### I/O pins on the die edge, run 1

Pins as bars across the die edge, other pins in gray.
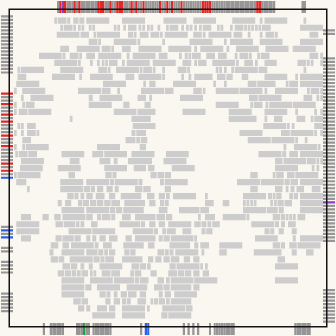
### Congestion heat map, run 1

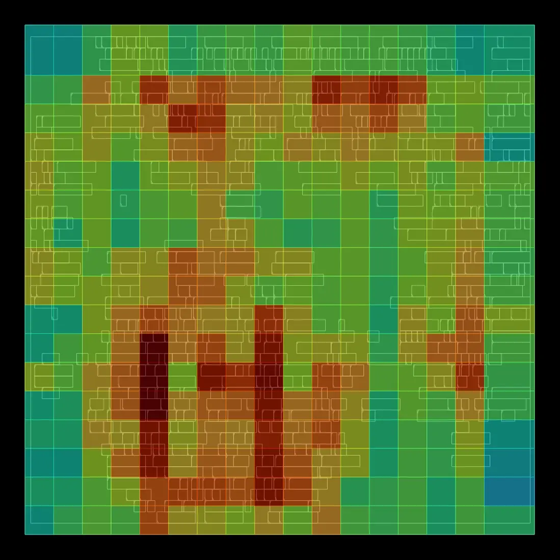
### Sequential cells colored by netlist name, run 1

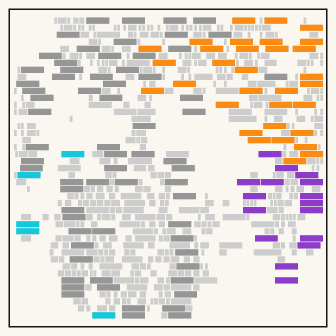
### Routed metal, one color a layer, run 1

Two of the layers only.
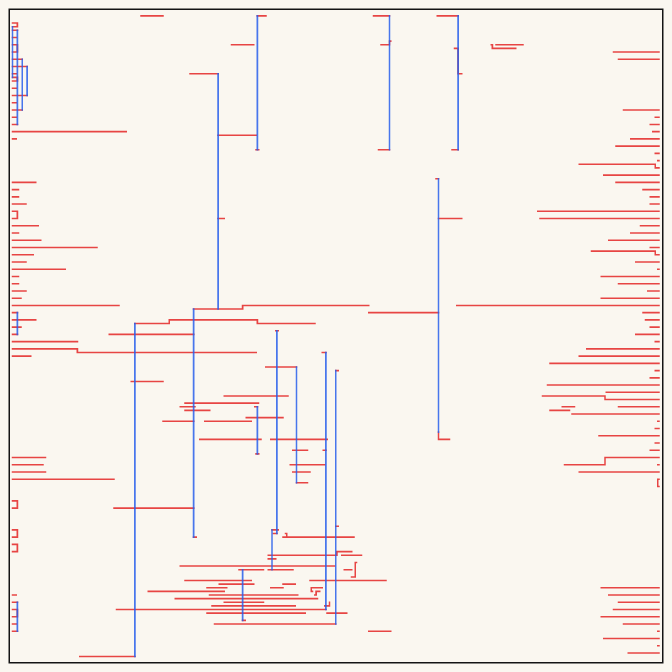
$ cat src/rtl/operand_fetch.sv
// Operand fetch / issue stage: busy scoreboard, RF read port drive, registered operand bundle.
// Optional OPFETCH_BYPASS_EN forwards a same-cycle writeback into a blocked source operand.
module operand_fetch #(
  parameter int DATA_W = 32,
  parameter int NREGS  = 32,
  parameter int ADDR_W = 5,
  parameter int CNT_W  = 16
) (
  input  logic              clk,
  input  logic              reset_n,
  input  logic              in_valid,
  output logic              in_ready,
  input  logic [1:0]        in_use_rs,
  input  logic [ADDR_W-1:0] in_rs0,
  input  logic [ADDR_W-1:0] in_rs1,
  input  logic              in_wb,
  input  logic [ADDR_W-1:0] in_rd,
  output logic [1:0]        rf_read_en,
  output logic [ADDR_W-1:0] rf_raddr_0,
  output logic [ADDR_W-1:0] rf_raddr_1,
  input  logic [DATA_W-1:0] rf_rdata_0,
  input  logic [DATA_W-1:0] rf_rdata_1,
  output logic              rf_write_en,
  output logic [ADDR_W-1:0] rf_waddr,
  output logic [DATA_W-1:0] rf_wdata,
  input  logic              wb_valid,
  input  logic [ADDR_W-1:0] wb_addr,
  input  logic [DATA_W-1:0] wb_data,
  output logic              out_valid,
  input  logic              out_ready,
  output logic [DATA_W-1:0] out_op0,
  output logic [DATA_W-1:0] out_op1,
  output logic              out_wb,
  output logic [ADDR_W-1:0] out_rd,
  output logic [CNT_W-1:0]  stall_cnt
);

  localparam logic [0:0] ST_RUN   = 1'b0;
  localparam logic [0:0] ST_STALL = 1'b1;

  logic [0:0]       state;
  logic [NREGS-1:0] busy;
  logic [NREGS-1:0] busy_nxt;
  logic             hit0;
  logic             hit1;
  logic             slot_free;
  logic             hazard;
  logic             accept;

`ifdef OPFETCH_BYPASS_EN
  assign hit0 = wb_valid && (wb_addr == in_rs0);
  assign hit1 = wb_valid && (wb_addr == in_rs1);
`else
  assign hit0 = 1'b0;
  assign hit1 = 1'b0;
`endif

  // Writeback passes straight through; the RF commits it on the next edge.
  assign rf_write_en = wb_valid;
  assign rf_waddr    = wb_addr;
  assign rf_wdata    = wb_data;
  assign rf_raddr_0  = in_rs0;
  assign rf_raddr_1  = in_rs1;

  always_comb begin
    slot_free  = !out_valid || out_ready;
    // The destination check has no bypass: a pending write to rd always stalls (WAW).
    hazard     = (in_use_rs[0] && busy[in_rs0] && !hit0)
              || (in_use_rs[1] && busy[in_rs1] && !hit1)
              || (in_wb && busy[in_rd]);
    in_ready   = slot_free && !hazard;
    accept     = in_valid && in_ready;
    rf_read_en = (in_valid && slot_free) ? in_use_rs : 2'b00;
  end

  // Clear on writeback first so a same-edge dispatch to the same register wins.
  always_comb begin
    busy_nxt = busy;
    if (wb_valid)
      busy_nxt[wb_addr] = 1'b0;
    if (accept && in_wb)
      busy_nxt[in_rd] = 1'b1;
  end

  // NOTE: all sequential state uses non-blocking assignments so every flop samples pre-edge values.
  always_ff @(posedge clk or negedge reset_n) begin
    if (!reset_n) begin
      busy      <= '0;
      out_valid <= 1'b0;
      out_op0   <= '0;
      out_op1   <= '0;
      out_wb    <= 1'b0;
      out_rd    <= '0;
    end else begin
      busy <= busy_nxt;
      if (accept) begin
        out_valid <= 1'b1;
        out_op0   <= !in_use_rs[0] ? '0 : (hit0 ? wb_data : rf_rdata_0);
        out_op1   <= !in_use_rs[1] ? '0 : (hit1 ? wb_data : rf_rdata_1);
        out_wb    <= in_wb;
        out_rd    <= in_rd;
      end else if (out_ready) begin
        out_valid <= 1'b0;
      end
    end
  end

  always_ff @(posedge clk or negedge reset_n) begin
    if (!reset_n) begin
      state     <= ST_RUN;
      stall_cnt <= '0;
    end else begin
      if (state == ST_STALL && stall_cnt != {CNT_W{1'b1}})
        stall_cnt <= stall_cnt + {{(CNT_W-1){1'b0}}, 1'b1};
      case (state)
        ST_RUN:   if (in_valid && slot_free && hazard) state <= ST_STALL;
        ST_STALL: if (!hazard || !in_valid)            state <= ST_RUN;
        default:  state <= ST_RUN;
      endcase
    end
  end

endmodule

$ cat config.mk
export PLATFORM = sky130hd
export DESIGN_NAME = operand_fetch
export DESIGN_NICKNAME = d
export VERILOG_FILES = /design/src/rtl/operand_fetch.sv
export SDC_FILE = /design/constraint.sdc
export NUM_CORES = 1
export LEC_CHECK = 0
export CAP_MARGIN = 30
export CORE_UTILIZATION = 45
export DETAILED_ROUTE_END_ITERATION = 10
export DONT_BUFFER_PORTS = 1
export GPL_ROUTABILITY_DRIVEN = 0
export GPL_TIMING_DRIVEN = 1
export PLACE_DENSITY = 0.7
export SYNTH_ARGS = -nofsm -noshare
export SYNTH_HDL_FRONTEND = slang
export SYNTH_SLANG_ARGS = --single-unit
$ cat constraint.sdc
create_clock -name clk -period 2.67 [get_ports clk]
set_input_delay 0.534 -clock clk [delete_from_list [all_inputs] [get_ports clk]]
set_output_delay 0.534 -clock clk [all_outputs]
set_load 0.01 [all_outputs]
==> flow_summary.ini, run 1 <==
; generated from flow reports
[cts]
worstSkewPairLatency_ps = 410
clk_pin_slew_worst_paths_ps = 50
h-tree-depth = 4
numCtsBuffers = 17
clockBufferDepth = 2
cts_setup_buffers = 7
cts_root_buf = clkbuf_16
cts_tree = built

[worst_setup_path]
rr_worst_depth = 9
cp-end-kind = primary output
r2r_end = out_op0[16]
crit_start = busy[31]
cp_max_fo = 4
path_class = reg2out
cp_data_required_time_ps = 2140
worstReg2RegStart = busy[31]
crit_path_end = in_ready
r2r_slack_ps = 110

[timing]
skew_ps = 11.3
hold_ws_ps = -180
tightest_slew_ps = 613
relSlewSlack_pct = 58.9
rsz0062_at_grt = true
finalClockPeriodUsage_pct = 106
setup_tns_ps = -154
final_max_slew_viol_count = 0
fin_crit_ps = 2820
final-hold-violation-count = 120
setup_viol = 1
worst_slack_ps = -154

[power]
sequentialPowerShare_pct = 45.7
power_uw = 5610
power_leader = registers
p_comb_share_pct = 14.9
intPower_uw = 3980
clock_power_uw = 2210
switching_share_pct = 29.0
powerComb_uw = 838
switchingPower_uw = 1630
powerSeq_uw = 2560
power_leakage_uw = 0.00338

[cells_and_area]
lay_top_cells = dfrtp_1 (120), mux2i_1 (84), nand2_1 (81), inv_1 (66), o21ai_0 (34)
final_common_cell = dfrtp_1
stdcell_area_sq_um = 7050
area_delta_synth_final_pct = 8.01
drive_gt1_share_pct = 16.1

[logic_synthesis]
yosysMostFrequentCell = dfrtp_1
synth_cell_types = 39
ys_area_sq_um = 6530
syn_avg_cell_area_sq_um = 10.4
yosysCellCount = 627
top_area_cell = dfrtp_1
synthTopCellsByCount = dfrtp_1 (120), mux2i_1 (84), nand2_1 (81), inv_1 (66), buf_4 (49)
post-synth-top-area-fraction_pct = 46.0
synth-xor-area-share_pct = 1.88
syn_area_sq_um = 6530
postSynthNetCount = 752
simple_gate_share_pct = 12.4
mux_share_pct = 19.1
seq_area_frac_synth_pct = 46.0
synth-edff-count = 0
syn_inst = 627
ff_type = dfrtp_1
topCellsByArea = dfrtp_1 (46%), mux2i_1 (13%), buf_4 (5.6%)
ys_sh_aoi_pct = 8.05
synthArstFlopShare_pct = 100
synthAdderAreaFrac_pct = 0.192

[global_routing]
grt_max_degree = 121
use_met2_pct = 34.6
grt_pass1_vias = 4584
grt-ovfl-total = 0

[die]
fp.dieH_um = 122
std_cell_rows = 43
core-area_sq_um = 14000
chip_area_sq_um = 15000
fp_util_pct = 46.5
pin_count = 262

[min_path]
hold_class = in2async

[placement]
placed_cells = 739
place_ws_ps = -22.7
dpl_cell_area_sq_um = 6350

[status]
failed_checks = hold timing, setup timing
status = finished, violations left

[routing]
drc = 0
vias = 4591
vias_per_cell = 5.86
wirelength_mm = 16.0
firstDrtPassIters = 5

[flow_run]
warnings = 33
-- 'I/O pins on the die edge' (at the start) --
[`out_op0`] red | pins: 32 | direction: output | edge: 24 top, 8 left
[`in_rd`] blue | pins: 5 | direction: input | edge: 3 left, 2 bottom
[`in_use_rs`] purple | pins: 2 | direction: input | edge: 1 top, 1 right
[`rf_write_en`] green | pins: 1 | direction: output | edge: bottom
all pins by edge: 94 top, 65 right, 58 left, 45 bottom

-- 'Congestion heat map' (at the start) --
met1 usage: 25.3%
layer with the highest usage: met2
post-layout util: 50.2%
GRT Overall Usage: 21.3%
met3 GRT Util: 6.41%

-- 'Sequential cells colored by netlist name' (at the start) --
[`out_rd`] cyan | placed flops: 5
[`stall_cnt`] purple | placed flops: 16 | where: middle right
[`out_op1`] orange | placed flops: 32 | where: upper right

-- 'Routed metal, one color a layer' (at the start) --
[met4] blue | wire length: 506 um
[met3] red | wire length: 1340 um

-- run 1: area by class of cell --
cell class	count	area (sq um)
multi-input combinational	358	2760
clock inverter	11	125
fill	1224	6990
sequential	120	3000
clock buffer	20	447
tap	180	225
timing repair buffer	28	248
inverter	66	248
-- run 1: state kept, by name, summed over array words and instances (netlist names) --
name	count
busy	32
out_op0	32
out_op1	32
stall_cnt	16
out_rd	5
out_valid	1
out_wb	1
state	1
-- run 1: metal layers --
layer,part of all wire [%],wire length [um],vias to the layer above
li1,-,-,2030
met5,0,0,-
met1,38,6170,2271
met2,50,8030,241
met4,3.1,505,0
met3,8.3,1340,49
-- run 1: worst max-delay path, stage by stage (launching register included) --
cell and delay (ps):
dfrtp_1 410, mux4_2 480, mux4_2 510, nand2b_4 170
o311ai_4 60, and3_4 260
### M3 wires, run 1

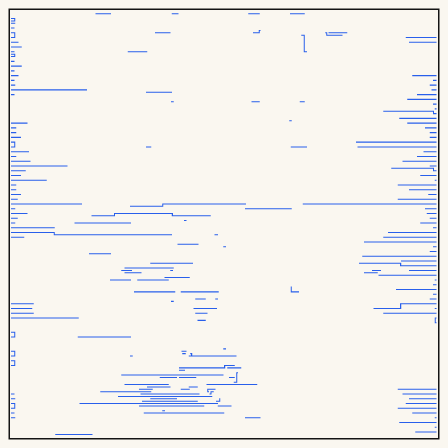

==> run 2, diff against run 1 <==
--- a/config.mk
+++ b/config.mk
@@ -5,6 +5,7 @@
 export SDC_FILE = /design/constraint.sdc
 export NUM_CORES = 1
 export LEC_CHECK = 0
+export ABC_AREA = 1
 export CAP_MARGIN = 30
 export CORE_UTILIZATION = 45
 export DETAILED_ROUTE_END_ITERATION = 10
### M3 wires, run 2

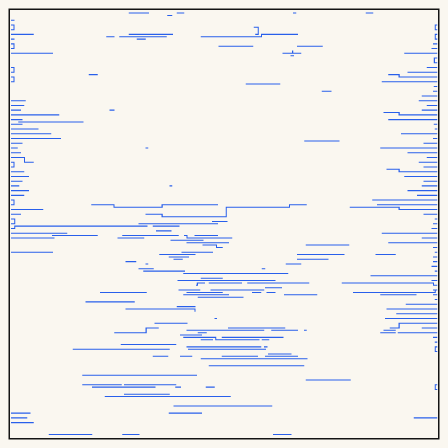
main direction: horizontal
share of all routed wire: 11%

==> flow_summary.ini, run 2 <==
; generated from flow reports
[logic_synthesis]
simple_gate_share_pct = 37.9
synth_cell_types = 26
logic_family = simple AND/OR/NAND/NOR gates
seq_area_frac_synth_pct = 45.6
syn_avg_cell_area_sq_um = 7.47
postSynthNetCount = 1006
mux_share_pct = 0
synthArstFlopShare_pct = 100
topCellsByArea = dfrtp_1 (46%), nand2_1 (17%), nand3_1 (12%)
post-synth-top-area-fraction_pct = 45.6
ff_type = dfrtp_1
ys_sh_aoi_pct = 2.91
syn_inst = 881
ys_area_sq_um = 6580
synth-edff-count = 0
synthTopCellsByCount = nand2_1 (304), nand3_1 (158), dfrtp_1 (120), buf_4 (56), nor2_1 (55)
yosys_warnings = 0
synth_flops = 120
synth-xor-area-share_pct = 1.86
top_area_cell = dfrtp_1
yosysMostFrequentCell = nand2_1
yosysCellCount = 881
synthAdderAreaFrac_pct = 0.190
syn_area_sq_um = 6580

[cts]
clk_pin_slew_worst_paths_ps = 60
cts_root_buf = clkbuf_16
numCtsBuffers = 17
cts_tree = built
h-tree-depth = 4
cts_sinks = 120
worstSkewPairLatency_ps = 420
clockBufferDepth = 2

[routing]
ant_nets = 0
drt-met1-wl_mm = 7.04
vias = 5791
met3_length_mm = 1.90
wl_met2_mm = 8.27
top_layer_used = met4
wire_per_inst_um = 17.5
wirelength_mm = 17.6
drt_iter0_drc = 527
firstDrtPassIters = 5
drc = 0
vias_per_cell = 5.75

[status]
status = finished, violations left
failed_checks = hold timing

[die]
fp_util_pct = 46.7
pin_count = 262
tap_cells = 180
chip_area_sq_um = 15100
core-area_sq_um = 14100
std_cell_rows = 43
fp.dieH_um = 123
fp.dieW_um = 123

[power]
power_uw = 5390
intPower_uw = 3680
switching_share_pct = 31.9
p_per_area_nw_per_um2 = 787
power_leakage_uw = 0.00345
ir_worst_vdd_mv = 0.512
sequentialPowerShare_pct = 46.9
p_comb_share_pct = 12.7
power_frac_clock_pct = 40.4
switchingPower_uw = 1720

[cells_and_area]
final_common_cell = nand2_1
final_core_util_pct = 48.6
fill_cells = 1412
reg.largest.list = busy (32), out_op0 (32), out_op1 (32)
multiInputCombCellCount = 628
clkCellAreaFrac_pct = 8.27
final-comb-area_sq_um = 2830
area_delta_synth_final_pct = 4.16
inv_count = 41
comb_share_pct = 41.2
n_all_buffers = 6
nClkBuffers = 19
stdcell_area_sq_um = 6860
dominant_cells = registers
fin_cells = 1007
sh_seq_area_pct = 43.8
lay_top_cells = nand2_1 (304), nand3_1 (158), dfrtp_1 (120), nor2_1 (53), nand4_1 (39)
drive_gt1_share_pct = 5.93
seq_area_sq_um = 3000
n_antenna_cell = 0
nonClkBufAreaFrac_pct = 1.20
flops = 120
nNetsFinal = 939

[worst_setup_path]
path_class = reg2out
crit_path_end = in_ready
cp-end-kind = primary output
critPathMostFrequentCell = nand2_1
crit_buf_inv = 0
rr_worst_depth = 11
cp.depth = 9
crit_start = busy[29]
cp_max_fo = 4
crit_arrival_ps = 1930
crit_path_start_kind = flip-flop
r2r_slack_ps = 520
r2r_end = stall_cnt[13]
worstReg2RegStart = stall_cnt[1]
worst_path_max_delay_cell = dfrtp_1
crit_chain = nand3_1 > nand4_1 > nand2_1 > nand2_1 > nor2_1 > nand2_1 > nand2_1 > nand2_1 > nor3_1
cpLargestDelayFamily = simple AND/OR/NAND/NOR gates
slowest_delay_ps = 440
cp_data_required_time_ps = 2140

[global_routing]
grt-ovfl-total = 0
antenna_found_initial = 0
grt_pass1_wl_mm = 27.0
use_met2_pct = 36.2
gr-usage-all-layers_pct = 23.3
use_met1_pct = 30.3
grt_pass1_vias = 5235
met3_usage_pct = 6.46
grt_max_degree = 121
grt.busiest_layer = met2

[placement]
io_buffers = 0
placed_cells = 975
hpwl_mm = 12.0
place_ws_ps = 228
dpl_cell_area_sq_um = 6290

[timing]
setup_viol = 0
clock.fmax_mhz = 406
relSlewSlack_pct = 68.6
hold_ws_ps = -185
rsz0062_at_grt = false
fin_crit_ps = 2470
skew_ps = 7.11
tightest_slew_ps = 467
worst_slack_ps = 205
final_max_slew_viol_count = 0
final-hold-violation-count = 120
finalClockPeriodUsage_pct = 92.3
setup_tns_ps = 0

[flow_run]
warnings = 30
maxCapViolations = 0

[min_path]
hold_class = in2async
==> run 2: netlist changes by cell type after synthesis, sizes merged, moves of 7 or more <==
cell    delta
nand2    +224
nand3    +144
mux2i     -84
nor2      +52
nand4     +34
o31ai     -32
inv       -25
mux4      -15
buf       +13
nand3b    -13
nor3b      -8
or3b       -7
xnor2      -7
xor2       +7
==> run 2: timing repair <==
item | CTS | global route
gates resized | 0 | 0
endpoints found under the hold margin | 120 | 120
buffers inserted | 0 | 0
==> run 2: power groups by stage <==
stage	clock network (uW)	registers (uW)	logic, uW
2_1_floorplan	0	2440	671
3_3_place_gp	0	2550	665
3_5_place_dp	0	2560	688
4_1_cts	2220	2530	688
5_1_grt	2290	2570	796
6_report	2180	2530	685
==> run 3, diff against run 2 <==
--- a/config.mk
+++ b/config.mk
@@ -12,6 +12,7 @@
 export DONT_BUFFER_PORTS = 1
 export GPL_ROUTABILITY_DRIVEN = 0
 export GPL_TIMING_DRIVEN = 1
+export HOLD_SLACK_MARGIN = 0.05
 export PLACE_DENSITY = 0.7
 export SYNTH_ARGS = -nofsm -noshare
 export SYNTH_HDL_FRONTEND = slang
### M3 wires, run 3

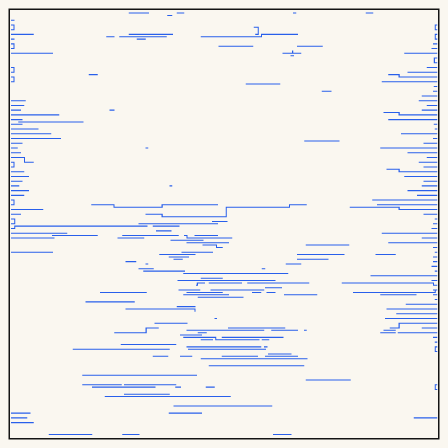
longest straight run: 38.0 um
share of all routed wire: 11%
nets with wire on the layer: 164
main direction: horizontal

==> flow_summary.ini, run 3 <==
; generated from flow reports
[status]
status = finished, violations left
failed_checks = hold timing

[timing]
final-hold-violation-count = 120
clock.fmax_mhz = 406
final_max_slew_viol_count = 0
rsz0062_at_grt = false
skew_ps = 7.11
fin_crit_ps = 2470
finalClockPeriodUsage_pct = 92.3
setup_viol = 0
hold_ws_ps = -185
worst_slack_ps = 205
setup_tns_ps = 0

[routing]
vias = 5791
top_layer_used = met4
wire_per_inst_um = 17.5
ant_nets = 0
firstDrtPassIters = 5
vias_per_cell = 5.75
wirelength_mm = 17.6
met3_length_mm = 1.90

[global_routing]
antenna_found_initial = 0
gr-usage-all-layers_pct = 23.3
grt-ovfl-total = 0
grt_pass1_vias = 5235

[die]
pin_count = 262
chip_area_sq_um = 15100
fp.dieW_um = 123
core-area_sq_um = 14100
fp_util_pct = 46.7
std_cell_rows = 43
fp.dieH_um = 123

[logic_synthesis]
syn_inst = 881
synth-xor-area-share_pct = 1.86
synth_flops = 120
mux_share_pct = 0
ys_sh_aoi_pct = 2.91
topCellsByArea = dfrtp_1 (46%), nand2_1 (17%), nand3_1 (12%)
synth-edff-count = 0
syn_area_sq_um = 6580
syn_avg_cell_area_sq_um = 7.47
ys_area_sq_um = 6580
top_area_cell = dfrtp_1
synthArstFlopShare_pct = 100
ff_type = dfrtp_1
yosysMostFrequentCell = nand2_1
yosysCellCount = 881
synth_cell_types = 26
synthTopCellsByCount = nand2_1 (304), nand3_1 (158), dfrtp_1 (120), buf_4 (56), nor2_1 (55)

[cells_and_area]
reg.largest.list = busy (32), out_op0 (32), out_op1 (32)
lay_top_cells = nand2_1 (304), nand3_1 (158), dfrtp_1 (120), nor2_1 (53), nand4_1 (39)
nNetsFinal = 939
fill_cells = 1412
fin_cells = 1007
n_antenna_cell = 0
final_core_util_pct = 48.6
stdcell_area_sq_um = 6860

[cts]
cts_resized = 0
cts_root_buf = clkbuf_16
h-tree-depth = 4
clockBufferDepth = 2
numCtsBuffers = 17
cts_tree = built
clk_pin_slew_worst_paths_ps = 60
cts_sinks = 120

[worst_setup_path]
r2r_end = stall_cnt[13]
crit_path_end = in_ready
crit_path_start_kind = flip-flop
crit_arrival_ps = 1930
cp_data_required_time_ps = 2140
worst_path_max_delay_cell = dfrtp_1
rr_worst_depth = 11
crit_chain = nand3_1 > nand4_1 > nand2_1 > nand2_1 > nor2_1 > nand2_1 > nand2_1 > nand2_1 > nor3_1
r2r_slack_ps = 520
cp_max_fo = 4
crit_start = busy[29]
critPathMostFrequentCell = nand2_1
worstReg2RegStart = stall_cnt[1]
slowest_delay_ps = 440
path_class = reg2out

[placement]
hpwl_mm = 12.0
dpl_cell_area_sq_um = 6290
place_ws_ps = 228
placed_cells = 975
io_buffers = 0

[flow_run]
maxCapViolations = 0

[power]
ir_worst_vdd_mv = 0.512
power_leakage_uw = 0.00345
p_per_area_nw_per_um2 = 787
power_uw = 5390

[min_path]
hold_class = in2async
-- run 3: layer usage --
metal  track usage [%]  vias up
met5                 0        -
met4              10.1        0
met3              6.46       31
met2              36.2      337
met1              30.3     2717
li1                  -     2706
-- run 3: area by class of cell --
class | count | area (sq um) | area share (%)
multi-input cells | 628 | 2830 | 41.2
repair buffers | 6 | 82.6 | 1.20
clock inverters | 13 | 124 | 1.81
clock buffers | 19 | 443 | 6.46
flip-flops and latches | 120 | 3000 | 43.8
well taps | 180 | 225 | 3.28
inverters | 41 | 154 | 2.24
-- run 3: where the power goes --
| group | internal [uW] | switching (uW) |
|---|---|---|
| clock | 1310 | 871 |
| sequential | 2120 | 412 |
| combinational | 249 | 436 |
-- run 3: critical path: cells and delay by family (launching register included) --
family / cells / cell delay (ps)
simple gates: 9 / 1080
flops: 1 / 440
Power and IR drop assume default switching activity.
